===== src/rtl/ravenoc_pkg.sv =====
// Shared NoC types and widths for the TX framing path.
// Optional VC-consistency checking in pkt_tx_framer is enabled by defining FRAMER_VC_CHECK_EN.
package ravenoc_pkg;
    localparam int FlitDataWidth = 32;
    localparam int NumVirtChn    = 2;
    localparam int PktWidth      = 8;
    localparam int VcWidth       = (NumVirtChn > 1) ? $clog2(NumVirtChn) : 1;

    typedef enum logic {
        FR_IDLE,
        FR_IN_PKT
    } framer_st_t;

    // Field order matches the framer outputs so a wrapper can pack them directly.
    typedef struct packed {
        logic                     valid;
        logic                     req_new;
        logic                     req_last;
        logic [FlitDataWidth-1:0] flit_data_width;
        logic [PktWidth-1:0]      pkt_sz;
        logic [VcWidth-1:0]       vc_id;
    } s_pkt_out_req_t;
endpackage


===== src/rtl/pkt_tx_out_reg.sv =====
// One-slot ready/valid register slice; a drain and a new load in the same cycle
// overwrite the slot without a bubble.
module pkt_tx_out_reg #(
    parameter int Width = 8
) (
    input  logic             clk_i,
    input  logic             rst_i,
    input  logic             in_valid_i,
    output logic             in_ready_o,
    input  logic [Width-1:0] in_data_i,
    output logic             out_valid_o,
    input  logic             out_ready_i,
    output logic [Width-1:0] out_data_o
);
    logic             valid_q, valid_d;
    logic [Width-1:0] data_q, data_d;
    logic             load;

    assign in_ready_o  = !valid_q || out_ready_i;
    assign load        = in_valid_i && in_ready_o;
    assign out_valid_o = valid_q;
    assign out_data_o  = data_q;

    always_comb begin
        valid_d = valid_q;
        data_d  = data_q;
        if (load) begin
            valid_d = 1'b1;
            data_d  = in_data_i;
        end else if (out_ready_i) begin
            valid_d = 1'b0;
        end
    end

    always_ff @(posedge clk_i or posedge rst_i) begin
        if (rst_i) begin
            valid_q <= 1'b0;
            data_q  <= '0;
        end else begin
            valid_q <= valid_d;
            data_q  <= data_d;
        end
    end
endmodule


===== src/rtl/pkt_tx_framer.sv =====
// TX framer: tags AXI write beats as head/body/tail and registers the request
// toward the packet processor. Define FRAMER_VC_CHECK_EN for the sticky VC-mismatch flag.
module pkt_tx_framer
    import ravenoc_pkg::*;
#(
    parameter int FlitDataWidth = ravenoc_pkg::FlitDataWidth,
    parameter int NumVirtChn    = ravenoc_pkg::NumVirtChn,
    parameter int PktWidth      = ravenoc_pkg::PktWidth
) (
    input  logic                                         clk_axi,
    input  logic                                         arst_axi,
    input  logic                                         wr_valid_i,
    output logic                                         wr_ready_o,
    input  logic [FlitDataWidth-1:0]                     wr_data_i,
    input  logic [((NumVirtChn>1)?$clog2(NumVirtChn):1)-1:0] wr_vc_i,
    input  logic [PktWidth-1:0]                          wr_pkt_sz_i,
    output logic                                         pkt_valid_o,
    input  logic                                         pkt_ready_i,
    output logic                                         pkt_req_new_o,
    output logic                                         pkt_req_last_o,
    output logic [FlitDataWidth-1:0]                     pkt_data_o,
    output logic [PktWidth-1:0]                          pkt_sz_o,
    output logic [((NumVirtChn>1)?$clog2(NumVirtChn):1)-1:0] pkt_vc_o,
    output logic                                         busy_o,
    output logic                                         err_o
);
    localparam int VcWidth = (NumVirtChn > 1) ? $clog2(NumVirtChn) : 1;
    localparam int OutW    = 2 + FlitDataWidth + PktWidth + VcWidth;

    framer_st_t          state_q, state_d;
    logic [PktWidth-1:0] rem_q, rem_d;
    logic [PktWidth-1:0] sz_q, sz_d;
    logic [VcWidth-1:0]  vc_q, vc_d;
    logic                accept;
    logic                req_new_d, req_last_d;
    logic [PktWidth-1:0] out_sz_d;
    logic [VcWidth-1:0]  out_vc_d;
    logic [OutW-1:0]     out_payload;

    assign accept = wr_valid_i && wr_ready_o;
    assign busy_o = (state_q == FR_IN_PKT);

    always_comb begin
        state_d    = state_q;
        rem_d      = rem_q;
        sz_d       = sz_q;
        vc_d       = vc_q;
        req_new_d  = 1'b0;
        req_last_d = 1'b0;
        out_sz_d   = sz_q;
        out_vc_d   = vc_q;
        case (state_q)
            FR_IDLE: begin
                req_new_d  = 1'b1;
                req_last_d = (wr_pkt_sz_i == '0);
                out_sz_d   = wr_pkt_sz_i;
                out_vc_d   = wr_vc_i;
                if (accept && (wr_pkt_sz_i != '0)) begin
                    rem_d   = wr_pkt_sz_i;
                    sz_d    = wr_pkt_sz_i;
                    vc_d    = wr_vc_i;
                    state_d = FR_IN_PKT;
                end
            end
            FR_IN_PKT: begin
                req_last_d = (rem_q == PktWidth'(1));
                if (accept) begin
                    // Saturating decrement: the counter can never wrap below zero.
                    if (rem_q != '0) rem_d = rem_q - PktWidth'(1);
                    if (rem_q <= PktWidth'(1)) state_d = FR_IDLE;
                end
            end
            default: state_d = FR_IDLE;
        endcase
    end

    always_ff @(posedge clk_axi or posedge arst_axi) begin
        if (arst_axi) begin
            state_q <= FR_IDLE;
            rem_q   <= '0;
            sz_q    <= '0;
            vc_q    <= '0;
        end else begin
            state_q <= state_d;
            rem_q   <= rem_d;
            sz_q    <= sz_d;
            vc_q    <= vc_d;
        end
    end

    pkt_tx_out_reg #(
        .Width(OutW)
    ) u_out_reg (
        .clk_i      (clk_axi),
        .rst_i      (arst_axi),
        .in_valid_i (wr_valid_i),
        .in_ready_o (wr_ready_o),
        .in_data_i  ({req_new_d, req_last_d, wr_data_i, out_sz_d, out_vc_d}),
        .out_valid_o(pkt_valid_o),
        .out_ready_i(pkt_ready_i),
        .out_data_o (out_payload)
    );

    assign {pkt_req_new_o, pkt_req_last_o, pkt_data_o, pkt_sz_o, pkt_vc_o} = out_payload;

`ifdef FRAMER_VC_CHECK_EN
    logic err_q, err_d;

    always_comb begin
        err_d = err_q;
        if (accept && (state_q == FR_IN_PKT) && (wr_vc_i != vc_q)) err_d = 1'b1;
    end

    always_ff @(posedge clk_axi or posedge arst_axi) begin
        if (arst_axi) err_q <= 1'b0;
        else          err_q <= err_d;
    end

    assign err_o = err_q;
`else
    assign err_o = 1'b0;
`endif
endmodule


===== config.mk =====
export PLATFORM = sky130hd
export DESIGN_NAME = pkt_tx_framer
export DESIGN_NICKNAME = d
export VERILOG_FILES = /design/src/rtl/ravenoc_pkg.sv /design/src/rtl/pkt_tx_out_reg.sv /design/src/rtl/pkt_tx_framer.sv
export SDC_FILE = /design/constraint.sdc
export NUM_CORES = 1
export LEC_CHECK = 0
export CAP_MARGIN = 0
export CORE_MARGIN = 8
export CORE_UTILIZATION = 35
export DETAILED_ROUTE_END_ITERATION = 8
export SLEW_MARGIN = 40
export SYNTH_ARGS = -nofsm -noshare
export SYNTH_HDL_FRONTEND = slang
export SYNTH_HIERARCHICAL = 1
export SYNTH_SLANG_ARGS = --single-unit
export TNS_END_PERCENT = 100

===== constraint.sdc =====
create_clock -name clk_axi -period 5.3 [get_ports clk_axi]
set_input_delay 1.06 -clock clk_axi [delete_from_list [all_inputs] [get_ports clk_axi]]
set_output_delay 1.06 -clock clk_axi [all_outputs]
set_load 0.1 [all_outputs]

Fig. 1: run 1, layout detail
The bar under the picture is 10 µm long. Region (61, 7) to (101, 47) µm. Cells in gray, sequential cells in the stronger gray; small squares are vias.
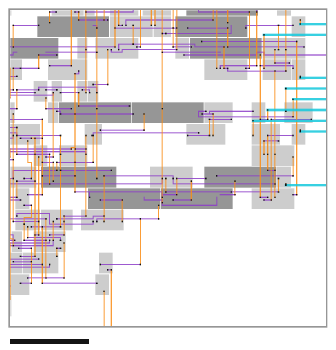
| layer | color |
|---|---|
| M3 | cyan |
| M1 | purple |
| M2 | orange |
netlist names of flops here include: u_out_reg/out_data_o (5)
cells with their middle in the window: 51
sequential cells in the window: 10
most frequent: dfrtp_1 (9), buf_2 (8), mux2_4 (8)

Fig. 2: run 1, signal wires on met3
The bar under the picture is 20 µm long.
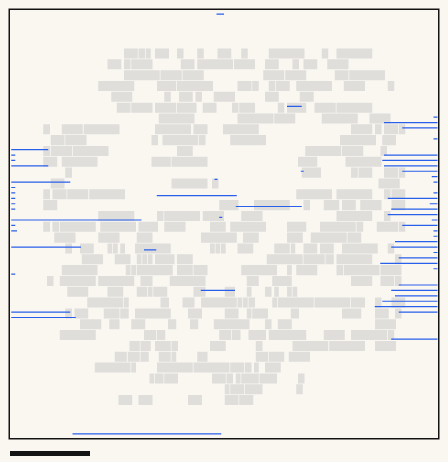
main direction: horizontal
wire length on this layer: 459 µm
longest straight run: 37.0 µm
via count: 1957
met3 usage: 3.83%
final wirelength: 6770 µm

Fig. 3: run 1, gate families picked out
The bar under the picture is 20 µm long.
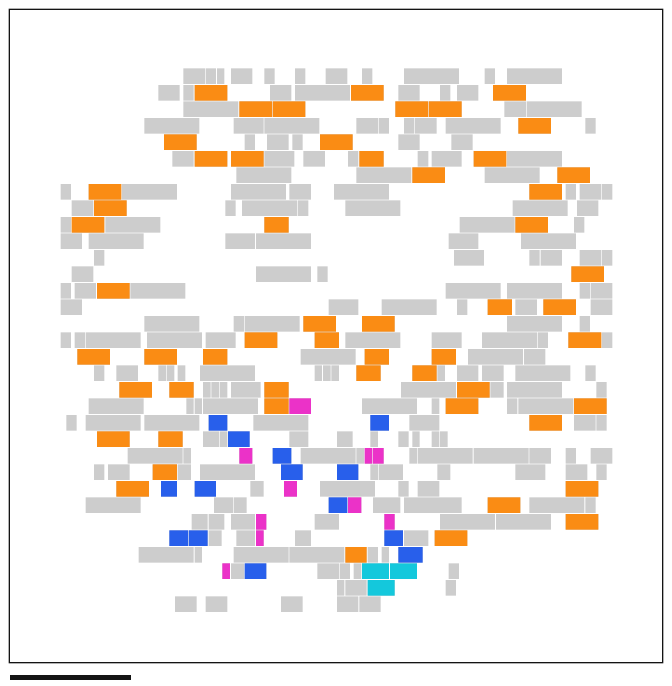
| family | color | cells |
|---|---|---|
| non-inverting ao/oa cells | blue | 14 |
| fa/ha/maj cells | cyan | 3 |
| mux cells | orange | 55 |
| nor cells | magenta | 10 |

==> Slide: Implementation Results, run 1 <==
Run Summary

Synthesis
  • XOR/XNOR Area Share: 0%
  • Synth flops: 62
  • Synthesized area: 0.00293 mm²
  • Top cells by area: dfrtp_1, mux2_4, mux2_2
  • Distinct lib cells: approximately 43
  • Top cells by count, synth: dfrtp_1, mux2_4, nand2_1, mux2_2, inv_1
  • Main synth FF type: dfrtp_1
  • Mean area per synthesized cell: 14.4 µm²
  • Top cell type by instance count after synthesis: dfrtp_1
  • Yosys stat chip area: just under 0.003 mm²

Critical path
  • Worst setup EP type: output port
  • WP depth: 3
  • Slowest cell on crit path: clkdlybuf4s50_1
  • Crit Path Category: in2out
  • CP endpoint: wr_ready_o
  • Worst EP required: 4.24 ns
  • Flop2flop setup slack: 3.02 ns
  • Reg2Reg Depth: 6
  • Worst EP arrival: 2.13 ns
  • Delay-heaviest family, CP: buffers and inverters
  • Crit-path max cell delay: 0.46 ns

Layout
  • Multi-input logic area: 0.00126 mm²
  • FILL cells: 745
  • Post-Route Utilization: about 47%
  • Layout area overhead: 30.0%
  • Most numerous logic cells after layout: dfrtp_1, buf_2, clkdlybuf4s50_1
  • Layout cells sized above 1: 42.6%
  • Max FFs per register: 43

Route
  • Wire length on met1: between 3000 and 4000 µm
  • Post-route ant nets: 0
  • Vias per cell: 4.86
  • Initial DRC count: 73
  • DRC viols: 0

Die
  • Die X: between 100 and 150 µm
  • Die height: 107 µm
  • Initial cell density of the core: 35.8%
  • Boundary Pins: 92
  • # rows: 33

Pwr
  • Sequential power: between 0.6 and 0.7 mW
  • Peak VDD IR: 0.000333 V
  • NetSw: 0.855 mW
  • Clk. pwr: 0.360 mW

Worst hold path
  • Hold Crit Depth: 2
  • Worst Hold Launch: sz_q[1]

Global routing
  • First-pass GRT wire length: 10600 µm
  • Pin count of the biggest net entering global routing: approximately 45
  • Total grt overflow: 0

STA
  • Final Critical Period: 3.19 ns
  • Final setup TNS: 0 ns
  • Relative slew slack: ~45%
  • Clock Skew: around 0.009 ns

Run status
  • Status: completed

Clock network
  • TritonCTS buffer count: 9
  • Setup bufs post-CTS: 0
  • Clk sink count: 62
  • Clock-pin slew on the worst setup and hold paths: 0.06 ns
  • Clock root cell: clkbuf_8
  • Latency at later pin: 0.32 ns
  • Maximum root-to-sink buffer count: 2

Placed design
  • Final HPWL from detailed placement: 4760 µm
  • IO buf count: 90
  • Routability cong.: 0.809
  • Area after DPL: 0.00364 mm²

Flow run
  • Tool Warnings: 28
run 1: cells by family (layout without fill, tap and decap cells):
group | after synthesis | count (layout)
flip-flops | 62 | 62
AND-OR/OR-AND | 23 | 23
other | 1 | 1
AND/OR/NAND/NOR | 44 | 44
multiplexers | 55 | 55
adder cells (fa/ha/maj) | 3 | 3
buffers and inverters | 15 | 110
run 1: metrics by stage:
step	hold slack [ns]	power [mW]	setup WS (ns)
floorplan	0.440	1.34	2.76
global placement	0.453	1.55	1.39
detailed placement	0.462	1.50	2.11
CTS	0.479	1.87	2.10
global route	0.507	1.93	2.10
finish	0.475	1.84	2.11
run 1: layout make-up:
type	instances	area share, %
sequential	62	40.8
multi-input combinational	126	33.2
timing repair buffer	90	17.6
clock buffer	14	4.27
tap	105	3.45
inverter	5	0.559
clock inverter	1	0.131
==> inputs of run 2 (changes only) <==
Settings changed: PLACE_DENSITY set to 0.65.
Clock period 5.3 ns to 2.65 ns, I/O delays scaled along.
Fig. 4: run 2, M1 wires
The bar under the picture is 20 µm long. Supply wires on this layer in gray.
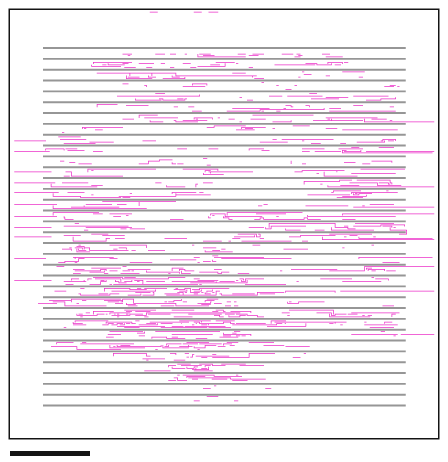
share of all routed wire: 45%
main direction: horizontal
wire length on this layer: 3170 µm
longest straight run: 28.1 µm
nets with wire on the layer: 308

Fig. 5: run 2, routing congestion map
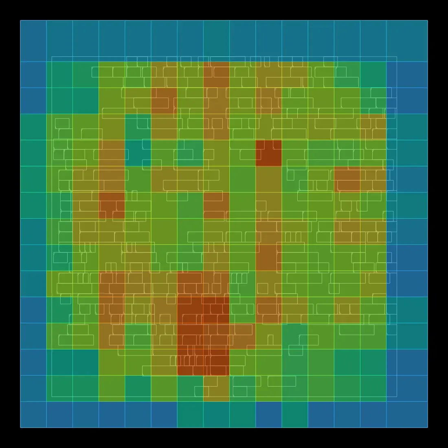
met3 usage: 3.35%
GRT busiest layer: met2
met2 Use GR: 18.7%

Fig. 6: run 2, layout detail
The bar under the picture is 10 µm long. Region (61, 7) to (101, 47) µm. Cells in gray, sequential cells in the stronger gray; small squares are vias.
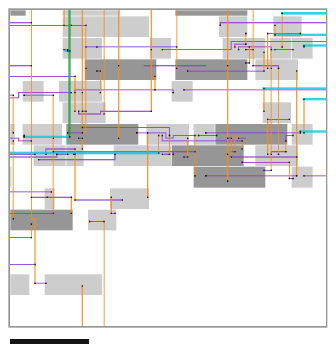
| layer | color |
|---|---|
| M3 | cyan |
| M2 | orange |
| M4 | green |
| M1 | purple |
cells with their middle in the window: 34
most frequent: dfrtp_1 (7), buf_4 (7), mux2_4 (6)
sequential cells in the window: 7
netlist names of flops here include: u_out_reg/out_data_o (5)

==> run 2 against run 1 <==
- total power rose by 120%
- critical path depth increased by 3
- non-clock buffer count is 5 higher
- register-to-register slack worse by 2.6 ns
- sequential power up 100%
- routed wire length increased by 4.3%
- setup slack worse by 1.7 ns
- synthesized cell count did not move
- highest routed layer unchanged
==> Slide: Implementation Results, run 2 <==
Run Summary

Critical path
  • Flop2flop setup slack: 0.38 ns (was 3.02 ns)
  • WP depth: 6 (was 3)
  • Crit-path max cell delay: 0.49 ns (was 0.46 ns)
  • Crit. Startpoint: rem_q[0] (was pkt_ready_i)
  • Worst setup EP type: flip-flop (was output port)
  • Worst EP required: 2.88 ns (was 4.24 ns)
  • Crit Path Category: reg2reg (was in2out)
  • CP endpoint: rem_q[6] (was wr_ready_o)
  • Slowest cell on crit path: or3b_2 (was clkdlybuf4s50_1)
  • Worst EP arrival: 2.50 ns (was 2.13 ns)
  • Delay-heaviest family, CP: simple AND/OR/NAND/NOR gates (was buffers and inverters)
  • Reg2Reg Depth: 6 (unchanged)
  • Critical Path Start Type: flip-flop (was input pin)

Route
  • Via count: 2016 (was 1957)
  • DRC viols: 0 (unchanged)
  • Vias per cell: 4.93 (was 4.86)
  • Final wirelength: 7070 µm (was 6770 µm)
  • Post-route ant nets: 0 (unchanged)
  • Initial DRC count: 76 (was 73)

Die
  • Initial cell density of the core: 35.8% (unchanged)
  • Die height: 107 µm (unchanged)
  • Die X: 107 µm (unchanged)
  • Boundary Pins: 92 (unchanged)
  • # rows: 33 (unchanged)

Layout
  • Multi-input combinational area share: 31.1% (was 33.2%)
  • Post-Route Utilization: 49.7% (was 46.6%)
  • Most frequent logic cell in the layout: dfrtp_1 (unchanged)
  • Max FFs per register: 43 (unchanged)
  • Final clock-cell share: 5.48% (was 4.40%)
  • Seq area share: 38.2% (was 40.8%)
  • Layout area overhead: 38.7% (was 30.0%)
  • Flop count: 62 (unchanged)
  • Count of plain and timing-repair buffers: 95 (was 90)
  • Mi-comb count: 126 (unchanged)
  • Clock buffers: 10 (was 14)
  • Multi-input logic area: 0.00126 mm² (unchanged)
  • Top cell category: sequential cells (unchanged)
  • Most numerous logic cells after layout: dfrtp_1, buf_4, clkdlybuf4s50_1 (was dfrtp_1, buf_2, clkdlybuf4s50_1)
  • Layout cells sized above 1: 44.4% (was 42.6%)

Synthesis
  • Synthesized area: 0.00293 mm² (unchanged)
  • Yosys cell count: 203 (unchanged)
  • Top cells by area: dfrtp_1, mux2_4, mux2_2 (unchanged)
  • Top cell type by instance count after synthesis: dfrtp_1 (unchanged)
  • Mean area per synthesized cell: 14.4 µm² (unchanged)
  • Top cells by count, synth: dfrtp_1, mux2_4, nand2_1, mux2_2, inv_1 (unchanged)
  • Synth area leader: dfrtp_1 (unchanged)
  • Distinct lib cells: 43 (unchanged)
  • Main synth FF type: dfrtp_1 (unchanged)
  • Yosys stat chip area: 0.00293 mm² (unchanged)
  • Synth flops: 62 (unchanged)

STA
  • Final setup TNS: 0 ns (unchanged)
  • Fin worst setup slack: 0.375 ns (was 2.11 ns)
  • Hold slack: 0.475 ns (about the same)
  • Relative slew slack: 54.2% (was 45.3%)
  • Final Critical Period: 2.27 ns
  • # setup viols final: 0 (unchanged)
  • Clock Skew: 0.0112 ns (was 0.00901 ns)

Run status
  • Status: completed (unchanged)

Pwr
  • Top power group: combinational logic (unchanged)
  • NetSw: 1.77 mW (was 0.855 mW)
  • Clk. pwr: 0.923 mW (was 0.360 mW)
  • Sequential power: 1.29 mW (was 0.640 mW)
  • Overall power: 4.00 mW (was 1.84 mW)
  • Peak VDD IR: 0.000726 V (was 0.000333 V)

Worst hold path
  • Worst Hold Launch: sz_q[2] (was sz_q[1])
  • Hold Crit Depth: 2 (unchanged)

Clock network
  • TritonCTS buffer count: 9 (unchanged)
  • Clock-pin slew on the worst setup and hold paths: 0.08 ns (was 0.06 ns)
  • Clock root cell: clkbuf_8 (unchanged)
  • Setup bufs post-CTS: 0 (unchanged)
  • Clk sink count: 62 (unchanged)
  • Latency at later pin: 0.33 ns (was 0.32 ns)

Global routing
  • Pin count of the biggest net entering global routing: 44 (was 45)
  • First-pass GRT wire length: 11400 µm (was 10600 µm)
  • Vias in the first global route: 2162 (was 2026)
  • Total grt overflow: 0 (unchanged)

Placed design
  • Routability cong.: 0.895 (was 0.809)
  • Area after DPL: 0.00384 mm² (was 0.00364 mm²)
  • DP Worst Slack: 0.0941 ns (was 2.11 ns)
  • IO buf count: 90 (unchanged)
  • Final HPWL from detailed placement: 5110 µm (was 4760 µm)

Flow run
  • Tool Warnings: 28 (unchanged)
==> run 2: cell counts after synthesis <==
No cell type changed its count.
==> run 2: per-layer routing <==
layer	up-vias	share of wire [%]	global-route usage (%)
met2	78	47	18.7
met4	0	1.4	5.05
met1	1003	45	16.7
li1	925	-	-
met5	-	0	0
met3	10	6.8	3.35
==> run 2: kinds of logic (layout without fill, tap and decap cells) <==
group,count (synthesis),after routing,synth area share (%)
compound gates,23,23,6.71
fa+ha+maj,3,3,1.28
buf+inv,15,116,3.89
flops,62,62,53.0
mux,55,55,26.2
other cells,1,1,0.128
simple gates,44,44,8.80
==> run 2: tightest hold or removal path: cells and delay by family, from the launching register on <==
kind	cells	cell delay [ns]
DFF	1	0.34
and+or+nand+nor	2	0.10
Power figures rest on the tool's default switching activity, not on a simulated workload.
